### config.mk
export PLATFORM = sky130hd
export DESIGN_NAME = run_ctrl
export DESIGN_NICKNAME = d
export VERILOG_FILES = /design/src/rtl/run_ctrl_pkg.sv /design/src/rtl/sync_edge.sv /design/src/rtl/run_ctrl.sv
export SDC_FILE = /design/constraint.sdc
export NUM_CORES = 1
export LEC_CHECK = 0
export CORE_ASPECT_RATIO = 1.25
export CORE_UTILIZATION = 46
export DETAILED_ROUTE_END_ITERATION = 6
export PLACE_DENSITY = 0.79
export SLEW_MARGIN = 20
export SYNTH_ARGS = -nofsm -noshare
export SYNTH_HDL_FRONTEND = slang
export SYNTH_SLANG_ARGS = --single-unit
### constraint.sdc
create_clock -name clock -period 2.42 [get_ports clock]
set_input_delay 0.484 -clock clock [delete_from_list [all_inputs] [get_ports clock]]
set_output_delay 0.484 -clock clock [all_outputs]
set_load 0.02 [all_outputs]
### src/rtl/run_ctrl_pkg.sv
// Shared types and default widths for the CPU execution controller.
package run_ctrl_pkg;

    localparam int unsigned PC_W_DEFAULT    = 16;
    localparam int unsigned CNT_W_DEFAULT   = 16;
    localparam int unsigned BURST_W_DEFAULT = 8;
    localparam int unsigned SYNC_STAGES     = 2;

    typedef enum logic [1:0] {
        HALT  = 2'd0,
        RUN   = 2'd1,
        BURST = 2'd2,
        BREAK = 2'd3
    } run_state_e;

endpackage

### src/rtl/sync_edge.sv
// N-flop synchroniser with a registered rising-edge pulse and a level output.
module sync_edge
    import run_ctrl_pkg::*;
#(
    parameter int unsigned STAGES = SYNC_STAGES
) (
    input  logic clock,
    input  logic reset,
    input  logic d,
    output logic level,
    output logic rise
);

    logic [STAGES-1:0] sync_q;
    logic [STAGES-1:0] fill_q;
    logic              prev_q;
    logic              rise_q;

    // prev_q holds 1 until the chain carries real samples, so a level already
    // high when reset releases is never seen as a new press.
    always_ff @(posedge clock or negedge reset) begin
        if (!reset) begin
            sync_q <= '0;
            fill_q <= '0;
            prev_q <= 1'b1;
            rise_q <= 1'b0;
        end else begin
            sync_q <= {sync_q[STAGES-2:0], d};
            fill_q <= {fill_q[STAGES-2:0], 1'b1};
            rise_q <= sync_q[STAGES-1] & ~prev_q;
            prev_q <= fill_q[STAGES-1] ? sync_q[STAGES-1] : 1'b1;
        end
    end

    assign level = sync_q[STAGES-1];
    assign rise  = rise_q;

endmodule

### src/rtl/run_ctrl.sv
// Execution controller: free-run, burst step and PC breakpoint, issuing a
// one-cycle cpu_en advance pulse per qualifying tick.
module run_ctrl
    import run_ctrl_pkg::*;
#(
    parameter int unsigned PC_W    = PC_W_DEFAULT,
    parameter int unsigned CNT_W   = CNT_W_DEFAULT,
    parameter int unsigned BURST_W = BURST_W_DEFAULT
) (
    input  logic               clock,
    input  logic               reset,
    input  logic               tick,
    input  logic               step_in,
    input  logic               run_in,
    input  logic [BURST_W-1:0] burst_n,
    input  logic               bp_en,
    input  logic [PC_W-1:0]    bp_addr,
    input  logic [PC_W-1:0]    pc,
    output logic               cpu_en,
    output logic               halted,
    output logic               at_break,
    output logic [CNT_W-1:0]   cycles
);

    logic step_evt;
    logic run_s;
    logic unused_step_lvl;
    logic unused_run_rise;

    sync_edge #(.STAGES(SYNC_STAGES)) u_step_sync (
        .clock (clock),
        .reset (reset),
        .d     (step_in),
        .level (unused_step_lvl),
        .rise  (step_evt)
    );

    sync_edge #(.STAGES(SYNC_STAGES)) u_run_sync (
        .clock (clock),
        .reset (reset),
        .d     (run_in),
        .level (run_s),
        .rise  (unused_run_rise)
    );

    run_state_e         state_q, state_d;
    logic [BURST_W-1:0] remain_q, remain_d;
    logic [BURST_W-1:0] load_val;
    logic               skip_q, skip_d;
    logic               arm_q, arm_d;
    logic               cpu_en_d;
    logic               halted_d;
    logic               at_break_d;
    logic [CNT_W-1:0]   cycles_d;
    logic               bp_hit;

    assign load_val = (burst_n == '0) ? BURST_W'(1) : burst_n;

    // pc is stale while a pulse is in flight, so the compare is masked then.
    assign bp_hit = bp_en && (pc == bp_addr) && !skip_q && !cpu_en;

    // Next-state and registered-output logic; arm_q requires run to drop
    // after a breakpoint before RUN may be re-entered.
    always_comb begin
        state_d    = state_q;
        remain_d   = remain_q;
        skip_d     = skip_q;
        arm_d      = arm_q | ~run_s;
        cpu_en_d   = 1'b0;
        case (state_q)
            HALT: begin
                if (run_s && arm_q) begin
                    state_d = RUN;
                    skip_d  = 1'b1;
                end else if (step_evt) begin
                    state_d  = BURST;
                    remain_d = load_val;
                end
            end
            RUN: begin
                if (!run_s) begin
                    state_d = HALT;
                end else if (bp_hit) begin
                    state_d = BREAK;
                    arm_d   = 1'b0;
                end else if (tick) begin
                    cpu_en_d = 1'b1;
                    skip_d   = 1'b0;
                end
            end
            BURST: begin
                if (tick) begin
                    cpu_en_d = 1'b1;
                    remain_d = remain_q - BURST_W'(1);
                    if (remain_q <= BURST_W'(1)) begin
                        if (run_s && arm_q) begin
                            state_d = RUN;
                            skip_d  = 1'b1;
                        end else begin
                            state_d = HALT;
                        end
                    end
                end
            end
            BREAK: begin
                if (step_evt) begin
                    state_d  = BURST;
                    remain_d = load_val;
                end else if (!run_s) begin
                    state_d = HALT;
                end
            end
            default: state_d = HALT;
        endcase
        cycles_d   = cycles + CNT_W'(cpu_en_d);
        halted_d   = (state_d == HALT) || (state_d == BREAK);
        at_break_d = (state_d == BREAK);
    end

    always_ff @(posedge clock or negedge reset) begin
        if (!reset) begin
            state_q  <= HALT;
            remain_q <= '0;
            skip_q   <= 1'b0;
            arm_q    <= 1'b1;
            cpu_en   <= 1'b0;
            halted   <= 1'b1;
            at_break <= 1'b0;
            cycles   <= '0;
        end else begin
            state_q  <= state_d;
            remain_q <= remain_d;
            skip_q   <= skip_d;
            arm_q    <= arm_d;
            cpu_en   <= cpu_en_d;
            halted   <= halted_d;
            at_break <= at_break_d;
            cycles   <= cycles_d;
        end
    end

endmodule
==> results.toml, run 1 <==
# physical design summary
[run_status]
status = "completed"

[timing]
finClkSkew_ps = 9.280
slew_headroom_pct = 44.31
setup_viol = 0
slew_violations = 0
period_used_pct = 97.44
setup_slack_ps = 61.87
worstMarginPinSlew_ps = 835.4
max_freq_mhz = 424.1
finalSetupTns_ps = 0
holdWs_ps = 298.8
fin_crit_ps = 2358
rsz0062_at_grt = "yes"
finalHoldViolCount = 0

[worst_setup_path]
cp.required_ps = 2620
start_kind = "input port"
worstPathCellList = "clkdlybuf4s50_1, xnor2_1, nand4_1, nor3_2, nand2_1, a41o_1, ha_4, ha_4, nand2_4, nor3_4, nand3_1, xnor2_1"
ff2ff_setup_slack_ps = 250
reg2regPathDepth = 10
cp_slowest_stage_delay_ps = 470
cp_top_family = "simple AND/OR/NAND/NOR gates"
path_depth = 12
r2r-end = "cycles[14]"
crit_path_end_kind = "register"
crit_start = "bp_addr[3]"
crit_type = "input port to register"
r2r_start = "skip_q"
crit_fanout = 3
cp.arrival_ps = 2560
slowest_stage = "clkdlybuf4s50_1"
crit_end = "cycles[14]"
cp_num_buf_inv = 1

[final_layout]
n_antenna_cell = 0
stdcell_count = 337
layout.area.comb_um2 = 1142
drive_gt1_share_pct = 14.95
final_layout_top_logic_cells = "clkdlybuf4s50_1, dfrtp_1, xnor2_1, nand2_1, nand3_1"
finalInstanceArea_um2 = 3052
nFillCells = 323
layout_top_cell = "clkdlybuf4s50_1"
syn2layout_area_growth_pct = 47.02
finalNetCount = 335

[pwr]
p_leak_nw = 1.356
peakVddDrop_uv = 524.6
p_int_mw = 1.409
power_mw = 2.140
pwr-share-clk_pct = 20.8
p_comb_share_pct = 34.7
seq_power_share_pct = 44.5
power.density_nw_per_um2 = 701.1
power_switching_share_pct = 34.16
p_switching_mw = 0.7308

[grt]
grt_pass1_vias = 1733
grt_pass1_wl_um = 7314
track_usage_pct = 20.62
grt_max_degree = 40
grt_overflow = 0
antenna_found_initial = 0

[yosys]
ys_sh_aoi_pct = 12.18
ys_area_um2 = 2076
edf_count = 0
floorplan.nets = 256
syn_inst = 201
synthesis.area_um2 = 2076
mux_share_pct = 2.411
synth.ff_latch_count = 39
ys_top_logic_family = "simple AND/OR/NAND/NOR gates"
ys_cells = 201
synth-async-reset-ratio_pct = 100.0
synth-main-ff-cell = "dfrtp_1"
yosys_warnings = 0
syn_area_per_cell_um2 = 10.33
ys_seq_share_pct = 47.20
synth.cellmix.simpleShare_pct = 17.54
synth_cell_type_count = 43
yosys.area_share.xor_xnor_pct = 12.66
adder_share_pct = 5.425

[placed_design]
globalplace.congestion = 0.9157
numPortBuffers = 64
pre_cts_ws_ps = -384.0
postPlaceCellArea_um2 = 2836
hpwlAfterDp_um = 3484
dp_cells = 328

[routing]
ant_nets = 0
drtIter0Drc = 75
routed_wl_um = 4721
via_per_inst = 5.288
drc_errors = 0
wl_per_cell_um = 14.01
drt-pass1-iter-count = 4
num_vias = 1782

[cts]
clk_pin_slew_ps = 70
cts_setup_buffers = 0
cts-root-buf = "clkbuf_8"
h-tree-depth = 2
cts.repair.resized = 4
ctsHoldBuffers = 0
cts_tree = "built"
clockBufferDepth = 2

[die]
placementRows = 26
coreArea_um2 = 4197
chip_area_um2 = 4787
die_width_um = 62.09
die_y_um = 77.11
fp_util_pct = 49.46
ios = 65

[worst_hold_path]
holdCritPathClass = "input port to async pin"

[job]
warning_count = 31
maxCapViolations = 0
run 1: synthesized netlist by cell type, types with 2 or more instances:
library cell / count / area (µm²)
a21o_1: 2 / 15.01
a21oi_1: 9 / 45.04
and3_1: 3 / 18.77
dfrtp_1: 36 / 900.9
dfstp_2: 3 / 78.83
ha_1: 9 / 112.6
inv_1: 8 / 30.03
mux2i_1: 5 / 50.05
nand2_1: 17 / 63.81
nand2b_1: 2 / 12.51
nand3_1: 14 / 70.07
nand4_1: 8 / 50.05
nor2_1: 9 / 33.78
nor3_1: 7 / 35.03
nor3b_1: 3 / 22.52
o21ai_0: 6 / 30.03
o21ai_1: 2 / 10.01
o22ai_1: 5 / 31.28
xnor2_1: 26 / 227.7
xor2_1: 4 / 35.03
run 1: cell type report:
cell class	instances	area share [%]
clock buffer	7	2.829
clock inverter	1	0.1640
inverter	8	0.9840
multi-input combinational	151	37.43
sequential	39	32.10
tap	56	2.296
timing repair buffer	75	24.19
run 1: sequential cells by signal, indices dropped and copies added (netlist names), 2 cells and up:
name	flops
cycles	16
remain_q	8
state_q	2
u_run_sync.sync_q	2
u_step_sync.fill_q	2
u_step_sync.sync_q	2
run 1: power groups by stage:
stage,Clock [mW],Sequential [mW],Combinational (mW)
3_5_place_dp,0,0.946,0.719
5_1_grt,0.482,0.972,0.822
4_1_cts,0.459,0.936,0.728
3_3_place_gp,0,0.939,0.697
2_1_floorplan,0,0.965,0.409
6_report,0.445,0.952,0.743
run 1: metal layers:
layer | vias up | wire (µm) | track usage [%]
li1 | 874 | - | -
met1 | 834 | 1882 | 25.14
met2 | 62 | 2460 | 33.94
met3 | 12 | 254 | 4.047
met4 | 0 | 123 | 9.111
met5 | - | 0 | 0
Run 1, where the registers sit:
Scale: 4 px per µm. Other sequential cells in the stronger grey, the rest of the logic in the fainter grey.
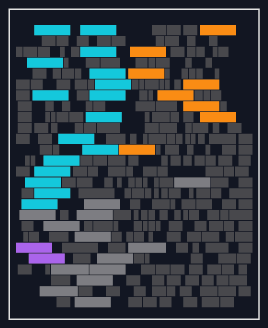
Key: remain_q = orange [sequential cells 8]; cycles = cyan [sequential cells 16]; u_step_sync.fill_q = purple [sequential cells 2]
final core utilization: 72.72%
Flop area: 979.7 µm²
Seq power: 0.952 mW

Run 1, clock routing:
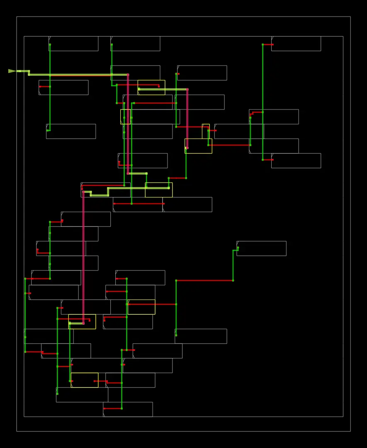
clk sinks: 39
CTS Buf Count: 5
Insertion Delay late pin: 290 ps
flop count: 39
Clock Buffer Count: 7

Run 1, signal metal coverage by tile:
Scale: 4 px per µm. The die is cut into 12 by 15 equal tiles; black is low, pale yellow is high, scaled to the fullest tile. Values are wire area over tile area, all layers added.
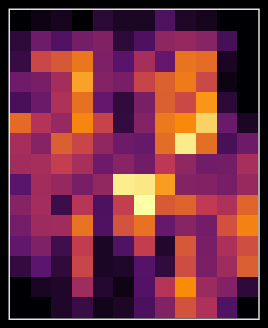
6.7% of the tiles are nearly empty. 27% of the tiles are over half the peak. The mean over all tiles is 0.16. The densest ninth of the die: centre. The fullest tile reaches 0.44.

--- run 2 (diff from run 1) ---
SLEW_MARGIN = 15   (was 20)
Run 2, cell sizes after repair:
Scale: 6 px per µm.
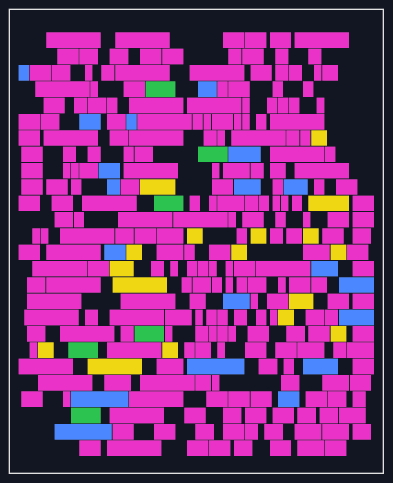
Key: drive 6 and up = green [cells 6, share 2.1%, most used clkbuf_8]; drive 3 to 4 = yellow [cells 17, share 6.0%, most used buf_4]; drive 2 = blue [cells 19, share 6.8%]; drive 1 or less = magenta [cells 239, share 85%, most used clkdlybuf4s50_1]

Run 2, met3 routing:
Scale: 6 px per µm.
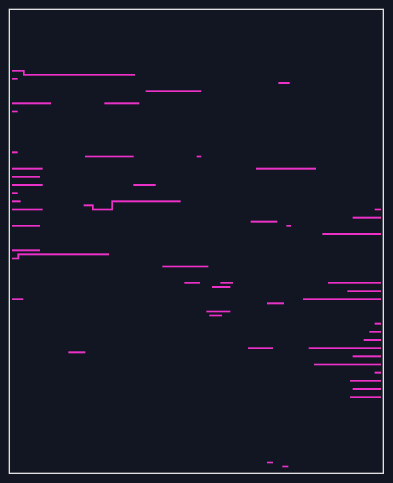
45 nets have wire on it. The longest straight run is 18.4 µm. The wires run mostly horizontal.

==> run 2 against run 1 <==
Routed wire length unchanged. Setup slack unchanged. Combinational power is essentially flat. Final area is the same. Sequential power is essentially flat. Critical path type unchanged. Power unchanged. Non-clock buffer count unchanged. Via count did not move. Largest cell class unchanged. Count of clock-buffer cells in the layout stayed put. Clock power hardly changed. Clock skew is the same. Register-to-register slack about the same.
==> results.toml, run 2 <==
# physical design summary
[placed_design]
hpwlAfterDp_um = 3484
pre_cts_ws_ps = -384.0
postPlaceCellArea_um2 = 2836
numPortBuffers = 64
dp_cells = 328

[worst_setup_path]
slowest_stage = "clkdlybuf4s50_1"
start_kind = "input port"
cp_slowest_stage_delay_ps = 470
crit_type = "input port to register"
crit_path_end_kind = "register"
cp.required_ps = 2620
worstPathCellList = "clkdlybuf4s50_1, xnor2_1, nand4_1, nor3_2, nand2_1, a41o_1, ha_4, ha_4, nand2_4, nor3_4, nand3_1, xnor2_1"
cp.arrival_ps = 2560
crit_fanout = 3

[pwr]
peakVddDrop_uv = 524.6
p_comb_share_pct = 34.7
power_switching_share_pct = 34.16
maxPowerGroup = "sequential cells"
p_switching_mw = 0.7308
p_comb_mw = 0.743
seq_power_share_pct = 44.5
clk-power_mw = 0.445
p_leak_nw = 1.356
pwr.group.sequential_mw = 0.952
pwr-share-clk_pct = 20.8
power.density_nw_per_um2 = 701.1
p_int_mw = 1.409

[grt]
antenna_found_initial = 0
grt_pass1_vias = 1733
grt_overflow = 0
grt_pass1_wl_um = 7314
grt_max_degree = 40
track_usage_pct = 20.62

[cts]
h-tree-depth = 2
clkSinkCount = 39
clock_latency_ps = 290
clockBufferDepth = 2
cts-root-buf = "clkbuf_8"
cts_tree = "built"
cts_made_buffers = 5
clk_pin_slew_ps = 70

[yosys]
mux_share_pct = 2.411
synthesis.area_um2 = 2076
yosys.area.top_type = "dfrtp_1"
floorplan.nets = 256
ys_area_um2 = 2076
ys_sh_aoi_pct = 12.18
yosys_warnings = 0
synth_cell_type_count = 43
ys_cells = 201
syn_area_per_cell_um2 = 10.33
synth-main-ff-cell = "dfrtp_1"
top_cells_by_count = "dfrtp_1, xnor2_1, nand2_1"
yosysTopAreaCellShare_pct = 43.40
synth.ff_latch_count = 39
syn_inst = 201
edf_count = 0
synth-async-reset-ratio_pct = 100.0
adder_share_pct = 5.425
top_cells_by_area = "dfrtp_1, xnor2_1, ha_1"
most_common_cell = "dfrtp_1"
synth.cellmix.simpleShare_pct = 17.54
ys_top_logic_family = "simple AND/OR/NAND/NOR gates"
yosys.area_share.xor_xnor_pct = 12.66
ys_seq_share_pct = 47.20

[timing]
slew_headroom_pct = 44.31
finalSetupTns_ps = 0
finClkSkew_ps = 9.280
setup_viol = 0
period_used_pct = 97.44
finalHoldViolCount = 0
worstMarginPinSlew_ps = 835.4
fin_crit_ps = 2358
slew_violations = 0
rsz0062_at_grt = "yes"
setup_slack_ps = 61.87
max_freq_mhz = 424.1

[worst_hold_path]
holdCritPathClass = "input port to async pin"

[final_layout]
drive_gt1_share_pct = 14.95
finalNetCount = 335
largest_reg_flops = 16
reg_top3 = "cycles (16), remain_q (8)"
syn2layout_area_growth_pct = 47.02
finalInstanceArea_um2 = 3052
n_antenna_cell = 0
final_layout_top_logic_cells = "clkdlybuf4s50_1, dfrtp_1, xnor2_1, nand2_1, nand3_1"
nFillCells = 323
regMostFlops = "cycles"

[run_status]
status = "completed"

[routing]
num_vias = 1782
drtIter0Drc = 75
drc_errors = 0
drt-pass1-iter-count = 4
ant_nets = 0
wl_per_cell_um = 14.01
routed_wl_um = 4721
via_per_inst = 5.288

[die]
coreArea_um2 = 4197
die_width_um = 62.09
placementRows = 26
die_y_um = 77.11
chip_area_um2 = 4787
fp_util_pct = 49.46
ios = 65

[job]
warning_count = 31
maxCapViolations = 0
==> run 2: metrics by stage <==
stage | hold slack (ps) | utilization (%) | power, mW
after detailed placement | 338.1 | 67.59 | 1.664
after floorplan | 188.4 | - | 1.374
final | 298.8 | 72.72 | 2.140
after global routing | 355.0 | 72.72 | 2.276
after CTS | 323.6 | 70.13 | 2.124
after global placement | 333.7 | 67.59 | 1.636
==> run 2: path summary, 6_finish.rpt <==
check,from,depth (start not counted),endpoint,slack [ps]
max in group asynchronous,reset,1,u_step_sync.fill_q[1],1600
worst min-delay path,reset,1,cycles[13],300
worst max-delay path,bp_addr[3],12,cycles[14],60
worst min register to register,u_step_sync.sync_q[0],0,u_step_sync.sync_q[1],350
worst max register to register,skip_q,10,cycles[14],250
min in group clock,u_step_sync.sync_q[0],0,u_step_sync.sync_q[1],350
==> run 2: repair_timing <==
item / 4_1_cts / 5_1_grt
gates resized: 4 / 22
hold buffers: 0 / 0
gates cloned: 0 / 0
endpoints found under the setup margin: 9 / 11
pin swaps: 2 / 16
buffers inserted: 0 / 1
==> run 2: cell type report <==
| cell class | instances | area [µm²] | area share (%) |
|---|---|---|---|
| multi-input combinational | 151 | 1142 | 37.43 |
| sequential | 39 | 979.7 | 32.10 |
| timing repair buffer | 75 | 738.2 | 24.19 |
| clock buffer | 7 | 86.33 | 2.829 |
| tap | 56 | 70.07 | 2.296 |
| inverter | 8 | 30.03 | 0.9840 |
| clock inverter | 1 | 5.005 | 0.1640 |
==> run 2: per-layer routing <==
layer  GRT usage [%]  routed length [µm]
met5               0                   0
met2           33.94                2460
met4           9.111                 123
met3           4.047                 254
met1           25.14                1882
==> run 2: critical path, delay by kind of cell <==
kind            cells  cell delay [ps]
simple gates        6              690
fa+ha+maj           2              360
compound gates      1              300
xor+xnor            2              240
buf+inv             1              470
Run 2, where the registers sit:
Scale: 4 px per µm. Other sequential cells in the stronger grey, the rest of the logic in the fainter grey.
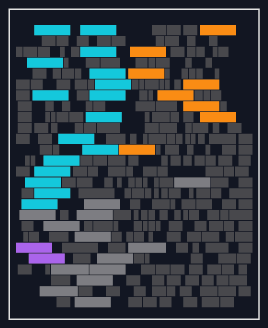

--- run 3 (diff from run 2) ---
CORE_MARGIN = 2   (was not set)
Run 3, where the registers sit:
Scale: 4 px per µm. Other sequential cells in the stronger grey, the rest of the logic in the fainter grey.
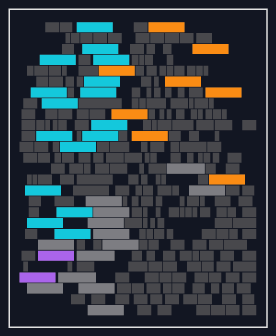
Key: cycles = cyan [sequential cells 16]; remain_q = orange [sequential cells 8]; u_step_sync.fill_q = purple [sequential cells 2]
Another 13 sequential cells are not coloured.

==> run 3 against run 2 <==
Power increased by 4.5%. Utilization decreased by 3.2 points. Setup slack got worse by 25 ps. Sequential share of layout area increased by 0.21 points. Non-clock buffer count decreased by 1. Fmax decreased by 1.1%. Clock power increased by 22%. Critical endpoint is now cycles[8]. Largest power group unchanged. Highest routed layer unchanged.
==> results.toml, run 3 <==
# physical design summary
[final_layout]
finalNetCount = 334
n_antenna_cell = 0
stdcell_count = 338
reg_top3 = "cycles (16), remain_q (8)"
syn2layout_area_growth_pct = 46.05
final_layout_top_logic_cells = "clkdlybuf4s50_1, dfrtp_1, xnor2_1, nand2_1, nand3_1"
regMostFlops = "cycles"
finalInstanceArea_um2 = 3032

[placed_design]
dp_cells = 330
hpwlAfterDp_um = 3493

[pwr]
power.density_nw_per_um2 = 737.6
p_comb_mw = 0.746
pwr.group.sequential_mw = 0.946
power_switching_share_pct = 33.56
power_mw = 2.236
pwr-share-clk_pct = 24.3
p_switching_mw = 0.7505
clk-power_mw = 0.543

[yosys]
edf_count = 0
synth.ff_latch_count = 39
syn_area_per_cell_um2 = 10.33
yosys.area.top_type = "dfrtp_1"
ys_sh_aoi_pct = 12.18
adder_share_pct = 5.425
ys_top_logic_family = "simple AND/OR/NAND/NOR gates"
top_cells_by_area = "dfrtp_1, xnor2_1, ha_1"
syn_inst = 201
ys_area_um2 = 2076
synth.cellmix.simpleShare_pct = 17.54
synthesis.area_um2 = 2076
yosys.area_share.xor_xnor_pct = 12.66
synth_cell_type_count = 43
synth-async-reset-ratio_pct = 100.0
floorplan.nets = 256

[cts]
clkSinkCount = 39
h-tree-depth = 2
ctsHoldBuffers = 0
clock_latency_ps = 300

[grt]
grt_max_degree = 40
grt_pass1_vias = 1781
track_usage_pct = 20.29

[routing]
met2WireLength_um = 2509
num_vias = 1767
drt-pass1-iter-count = 6
drc_errors = 0
wl_per_cell_um = 14.10
ant_nets = 0
wl_met3_um = 171
via_per_inst = 5.228

[worst_setup_path]
start_kind = "input port"
cp_slowest_stage_delay_ps = 450
cp.required_ps = 2650
crit_fanout = 2
cp.arrival_ps = 2610

[die]
die_y_um = 79.11
die_width_um = 64.09
ios = 65
chip_area_um2 = 5069

[job]
warning_count = 31

[timing]
slew_headroom_pct = 44.68
rsz0062_at_grt = "yes"
slew_violations = 0
fin_crit_ps = 2383
finalSetupTns_ps = 0
setup_viol = 0

[worst_hold_path]
holdCritPathClass = "input port to async pin"

[run_status]
status = "completed"
Run 3, met3 routing:
Scale: 6 px per µm.
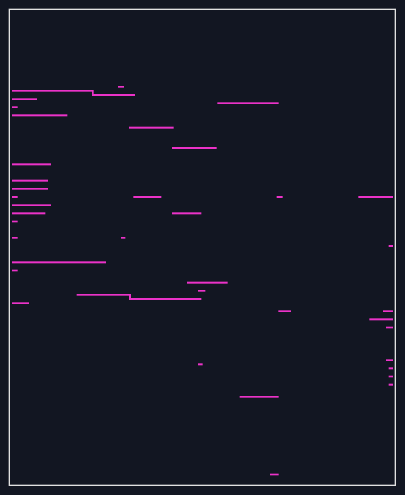
The layer carries 171 µm of wire. The wires run mostly horizontal. The layer holds 3.6% of the routed length.

-- run 3: cell counts after synthesis --
Identical to the previous run, type by type.
-- run 3: what timing repair did --
| action | CTS | global route |
|---|---|---|
| resized | 6 | 9 |
| setup endpoints to repair | 7 | 12 |
| pin swaps | 3 | 8 |
-- run 3: metrics by stage --
step | utilization (%) | setup slack [ps] | hold slack (ps)
global route | 69.57 | -33.08 | 344.8
finish | 69.57 | 36.81 | 277.3
floorplan | - | 227.9 | 188.4
detailed placement | 65.15 | -382.2 | 344.3
global placement | 65.15 | -315.7 | 332.8
CTS | 68.30 | 11.72 | 306.6
-- run 3: routing by layer --
metal / up-vias / GRT usage [%]
li1: 867 / -
met1: 845 / 25.16
met2: 41 / 33.65
met3: 14 / 4.249
met4: 0 / 9.565
met5: - / 0
-- run 3: cells by family after synthesis --
family,Yosys count
AND-OR/OR-AND,36
buffers and inverters,11
AND/OR/NAND/NOR,70
other,1
flip-flops,39
XOR/XNOR,30
multiplexers,5
adder cells (fa/ha/maj),9
-- run 3: layout make-up --
type / instances / area (µm²)
fillers: 334 / 1326
multi-input cells: 151 / 1129
flip-flops and latches: 39 / 979.7
repair buffers: 74 / 710.7
clock buffers: 6 / 72.57
well taps: 58 / 72.57
clock inverters: 2 / 37.54
inverters: 8 / 30.03
-- run 3: final timing paths --
check                           cells after the start               endpoint                   from  slack [ps]
worst min register to register                      0  u_step_sync.fill_q[1]  u_step_sync.fill_q[0]         360
max in group asynchronous                           1                 cpu_en                  reset        1610
min in group clock                                  0  u_step_sync.fill_q[1]  u_step_sync.fill_q[0]         360
worst min-delay path                                1             cycles[10]                  reset         280
worst max-delay path                               11              cycles[8]                  bp_en          40
worst max register to register                     10             cycles[14]             state_q[1]         230
Power is estimated from default activity; no workload was simulated.
